==> config.mk <==
export PLATFORM = sky130hd
export DESIGN_NAME = rx_flag_fifo
export DESIGN_NICKNAME = d
export VERILOG_FILES = /design/src/rtl/rx_flag_fifo_pkg.sv /design/src/rtl/rx_flag_fifo_sync_fifo.sv /design/src/rtl/rx_flag_fifo.sv
export SDC_FILE = /design/constraint.sdc
export NUM_CORES = 1
export LEC_CHECK = 0
export CAP_MARGIN = 20
export CORE_AREA = 4 4 94 96
export DETAILED_ROUTE_END_ITERATION = 10
export DIE_AREA = 0 0 98 100
export GPL_TIMING_DRIVEN = 0
export PLACE_DENSITY = 0.77
export SLEW_MARGIN = 15
export SYNTH_ARGS = -nofsm -noshare
export SYNTH_HDL_FRONTEND = slang
export SYNTH_SLANG_ARGS = --single-unit
==> constraint.sdc <==
create_clock -name clk -period 5.4 [get_ports clk]
set_input_delay 1.35 -clock clk [delete_from_list [all_inputs] [get_ports clk]]
set_output_delay 1.35 -clock clk [all_outputs]
set_load 0.02 [all_outputs]
Fig. 1: run 1, cell classes on the final placement
Scale: 4 px per µm. Fill, decap, tap and diode cells in gray.
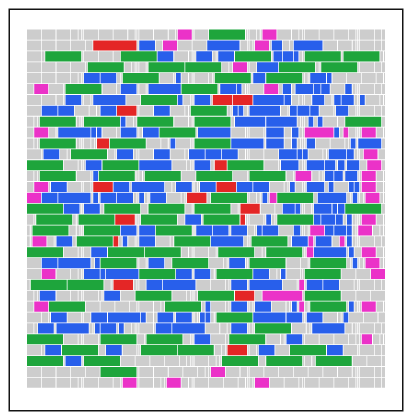
[remaining buffers and delay cells] magenta | cells: 41 | share of their area: 8.1%
[clock drivers and dummy loads] red | cells: 16 | share of their area: 4.2%
[remaining logic cells] blue | cells: 201 | share of their area: 42%
[registers] green | cells: 90 | share of their area: 46%
sequential cell area share: 44.8%
row cnt: 33
core utilization of the finished layout: 62.4%
area of the core: 8050 µm²

Fig. 2: run 1, register map, names as in the netlist
Scale: 4 px per µm. Other sequential cells in the stronger gray, the rest of the logic in the fainter gray.
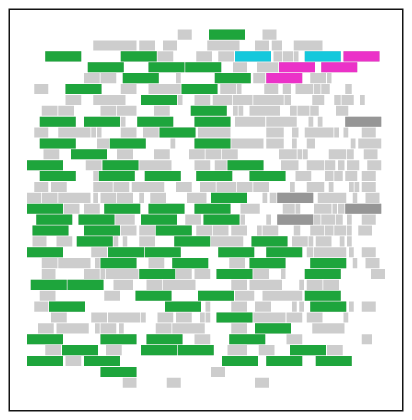
[u_fifo.wr_ptr_q] magenta | flops: 4 | where: north-east
[state_q] cyan | flops: 2
[u_fifo.mem_q] green | flops: 80
not colored: 4
Seq power: 0.907 mW
FF+latch area: 2250 µm²

Fig. 3: run 1, routing congestion
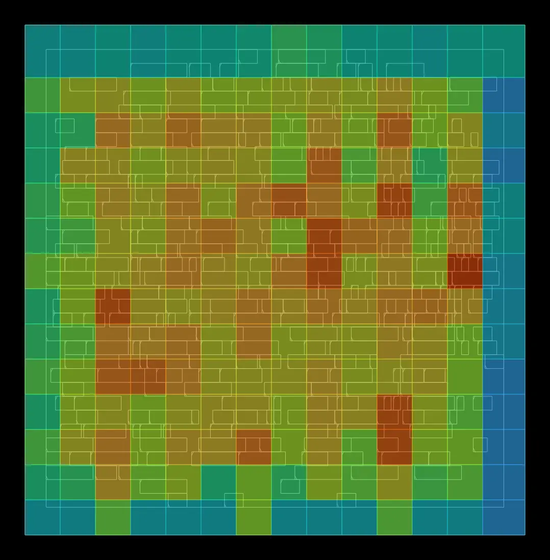
Top Usage Layer GRT: met2
GRT met3 Usage: 2.43%
Routed wire per std cell: 19.2 µm
total global routing track utilization: 19.5%
grt met1 use: 26.7%

==> results.tsv, run 1 <==
stage	metric	value	unit
final_timing	report.final.slew_viol_count	0	
global_routing	first_global_vias	2749	
setup_path	timing.critical_path.from_type	flop	
place	hpwlAfterDp	5700	µm
power	leakagePower	2.37	nW
final_timing	final-setup-viol-count	0	
final_timing	slew_headroom	49.0	%
cts	clock_insertion_delay_at_the_later_pin_of_the_skew_report	0.35	ns
finish	nNetsFinal	364	
finish	final_area	5030	µm²
detailed_routing	m1WireLength	4020	µm
synthesis	synth_top_cell_by_area	sky130_fd_sc_hd__dfrtp_1	
final_timing	hold_viol_final	0	
setup_path	delay_contributed_by_the_slowest_stage_of_the_critical_path	0.63	ns
cts	clock-sinks	90	
run	warnings	26	
floorplan	die-width	98	µm
power	power_switching	0.719	mW
min_path	worst_hold_path.num_cells	1	
cts	tritoncts	yes	
setup_path	rr_worst_depth	8	
run_status	status	complete, no violations	
floorplan	die_h	100	µm
synthesis	ff_type	sky130_fd_sc_hd__dfrtp_1	
synthesis	synth-area-yosys	4350	µm²
detailed_routing	post-route-drc-count	0	
cts	post-cts-setup-buffer-count	0	
cts	root_buffer	sky130_fd_sc_hd__clkbuf_8	
detailed_routing	num_vias	2572	
## run 1: cell families (layout without fill, tap and decap cells)
| logic type | Yosys count | after routing | share of synthesized area (%) |
|---|---|---|---|
| muxes | 102 | 102 | 31.6 |
| xor gates and xnor gates | 6 | 6 | 1.38 |
| AOI/OAI and AO/OA | 12 | 12 | 1.84 |
| DFF | 90 | 90 | 51.7 |
| buffers and inverters | 18 | 66 | 2.16 |
| adders and majority gates | 6 | 6 | 1.90 |
| and+or+nand+nor | 66 | 66 | 9.34 |
## run 1: cells in the final DEF, fill, tap and decap left out, types with 2 or more instances in the layout
master                            Yosys  layout
sky130_fd_sc_hd__clkdlybuf4s50_1      0      30
sky130_fd_sc_hd__nand2_1             33      33
sky130_fd_sc_hd__dfrtp_1             90      90
sky130_fd_sc_hd__nand4_4              4       4
sky130_fd_sc_hd__a21o_2               2       2
sky130_fd_sc_hd__ha_1                 5       5
sky130_fd_sc_hd__nor2_1               8       8
sky130_fd_sc_hd__o21bai_1             2       2
sky130_fd_sc_hd__nor2b_1              4       4
sky130_fd_sc_hd__clkbuf_8             0      11
sky130_fd_sc_hd__a21oi_1              6       6
sky130_fd_sc_hd__mux2_2              81      81
sky130_fd_sc_hd__nand3_1              5       5
sky130_fd_sc_hd__xnor2_1              4       4
sky130_fd_sc_hd__mux4_2              20      20
sky130_fd_sc_hd__nand4_2              4       4
sky130_fd_sc_hd__inv_1                8       8
sky130_fd_sc_hd__clkbuf_1             5       7
sky130_fd_sc_hd__clkinv_4             0       2
sky130_fd_sc_hd__buf_2                2       2
## run 1: layout make-up
cell class / count / area (µm²)
clock buffer: 13 / 159
inverter: 9 / 33.8
buffer: 9 / 60.1
timing repair buffer: 32 / 335
clock inverter: 3 / 47.5
tap: 105 / 131
fill: 654 / 3030
multi-input combinational: 192 / 2010
sequential: 90 / 2250
Fig. 4: run 1, power grid
Scale: 4 px per µm. Pins as bars on the die edge.
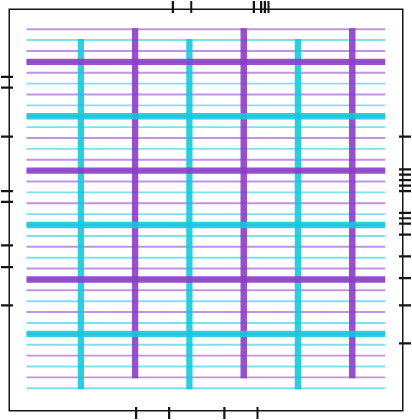

==> run 1 -> run 2 <==
CORE_AREA = 4 4 96 98   (was 4 4 94 96)
DIE_AREA = 0 0 100 102   (was 0 0 98 100)
clock period = 3.8 ns   (was 5.4 ns; I/O delays follow)
Fig. 5: run 2, power grid
Scale: 4 px per µm. Pins as bars on the die edge.
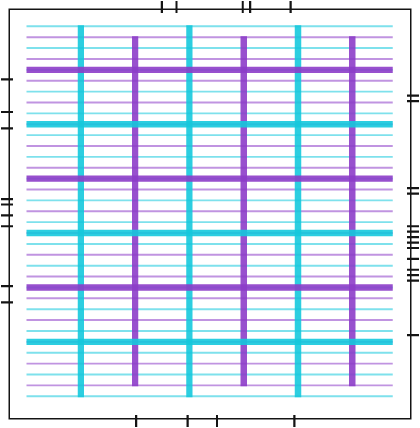
[VSS] cyan
[VDD] purple
met4 straps: 6
met5 straps: 6
met1 rails: 35
area of the core: 8470 µm²
worst supply voltage drop on vdd: 0.435 mV

Fig. 6: run 2, clock wires, drivers and flops
Scale: 6 px per µm.
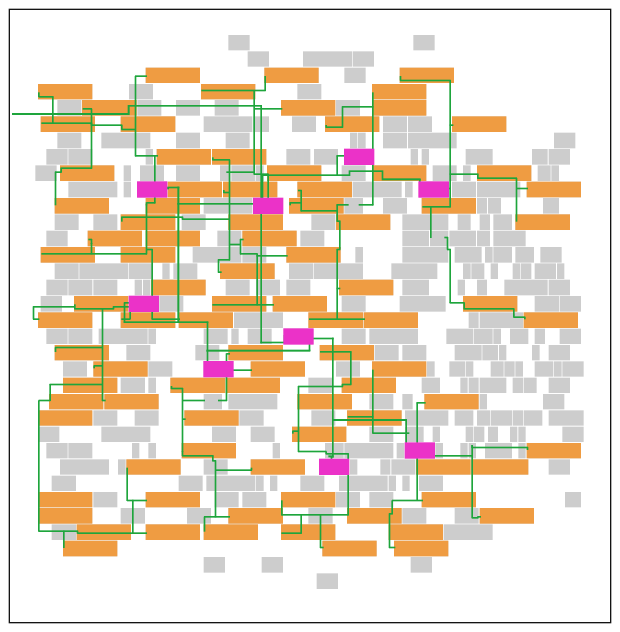
[clock wires] green | length: 1020 µm
[flip-flops] orange | count: 90
[clock-net drivers] magenta | count: 9
flops lie: spread over the die
clock insertion delay at the later pin of the skew report: 0.36 ns
Layout Skew: 0.00800 ns
clock network power share: 19.0%
clock group total power: 0.589 mW

==> run 2 against run 1 <==
- power grew 39%
- hold slack gained 0.0034 ns
- clock-buffer cell count shrank 4
- critical path type unchanged
- largest cell class unchanged
==> results.tsv, run 2 <==
stage	metric	value	unit
finish	comb_area	2010	µm²
min_path	worst_hold_path.num_cells	1	
finish	layout_top_cell_excl_fill_tap	sky130_fd_sc_hd__dfrtp_1	
setup_path	rr_worst_depth	8	
detailed_routing	routed_wire_per_std_cell	19.1	µm
global_routing	first_global_vias	2752	
global_routing	global_route.usage.total	18.9	%
run_status	status	complete, no violations	
finish	fillers	695	
synthesis	synth_top_cell_by_area	sky130_fd_sc_hd__dfrtp_1	
finish	final_area	4990	µm²
finish	layout.cells.most_common_list	89 x sky130_fd_sc_hd__dfrtp_1, 81 x sky130_fd_sc_hd__mux2_2, 33 x sky130_fd_sc_hd__nand2_1	
detailed_routing	post-route-drc-count	0	
power	leakagePower	2.35	nW
detailed_routing	m1WireLength	4000	µm
final_timing	slew_headroom	51.2	%
cts	tritoncts	yes	
run	warnings	26	
synthesis	ff_type	sky130_fd_sc_hd__dfrtp_1	
finish	ff_latch_area	2250	µm²
Fig. 7: run 2, cell classes on the final placement
Scale: 4 px per µm. Fill, decap, tap and diode cells in gray.
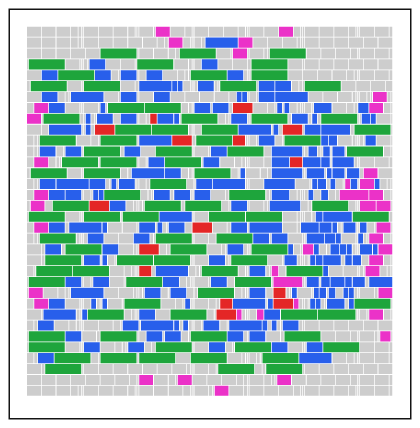
[remaining buffers and delay cells] magenta | cells: 40 | share of their area: 8.0%
[registers] green | cells: 90 | share of their area: 46%
[clock drivers and dummy loads] red | cells: 15 | share of their area: 3.6%
[remaining logic cells] blue | cells: 201 | share of their area: 42%
sequential cell area share: 45.2%
row cnt: 34
core utilization of the finished layout: 58.9%

run 2: cell counts after synthesis:
No cell type changed its count.
run 2: logic make-up (layout without fill, tap and decap cells):
kind of cell / after synthesis / count (layout) / synth area share, %
mux: 102 / 102 / 31.6
compound gates: 12 / 12 / 1.84
flops: 90 / 90 / 51.7
simple gates: 66 / 66 / 9.34
buf+inv: 18 / 64 / 2.16
xor+xnor: 6 / 6 / 1.38
fa+ha+maj: 6 / 6 / 1.90
run 2: timing repair:
action                                  4_1_cts  5_1_grt
buffers inserted                              0        0
endpoints found under the setup margin        2        2
resized                                       2        1
run 2: layout make-up:
type,count,share of cell area (%)
Clock inverter,6,0.978
Inverter,9,0.677
Sequential cell,90,45.2
Buffer,8,1.20
Timing Repair Buffer,32,6.57
Multi-Input combinational cell,192,40.2
Tap cell,108,2.71
Clock buffer,9,2.48
run 2: where the power goes:
| part | total, mW | switching [mW] | internal, mW |
|---|---|---|---|
| sequential | 1.29 | 0.123 | 1.17 |
| clock | 0.589 | 0.347 | 0.242 |
| combinational | 1.23 | 0.575 | 0.653 |
run 2: critical path, delay by kind of cell (launching register included):
family | cells | cell delay (ns)
AOI/OAI and AO/OA | 2 | 0.39
adders and majority gates | 1 | 0.32
buffers and inverters | 3 | 0.99
DFF | 1 | 0.47
xor gates and xnor gates | 1 | 0.15
run 2: layer usage:
layer	global-route usage (%)	up-vias
li1	-	1177
met3	4.16	13
met4	5.49	0
met2	30.6	42
met5	0	-
met1	25.9	1340
Power and IR drop assume default switching activity.
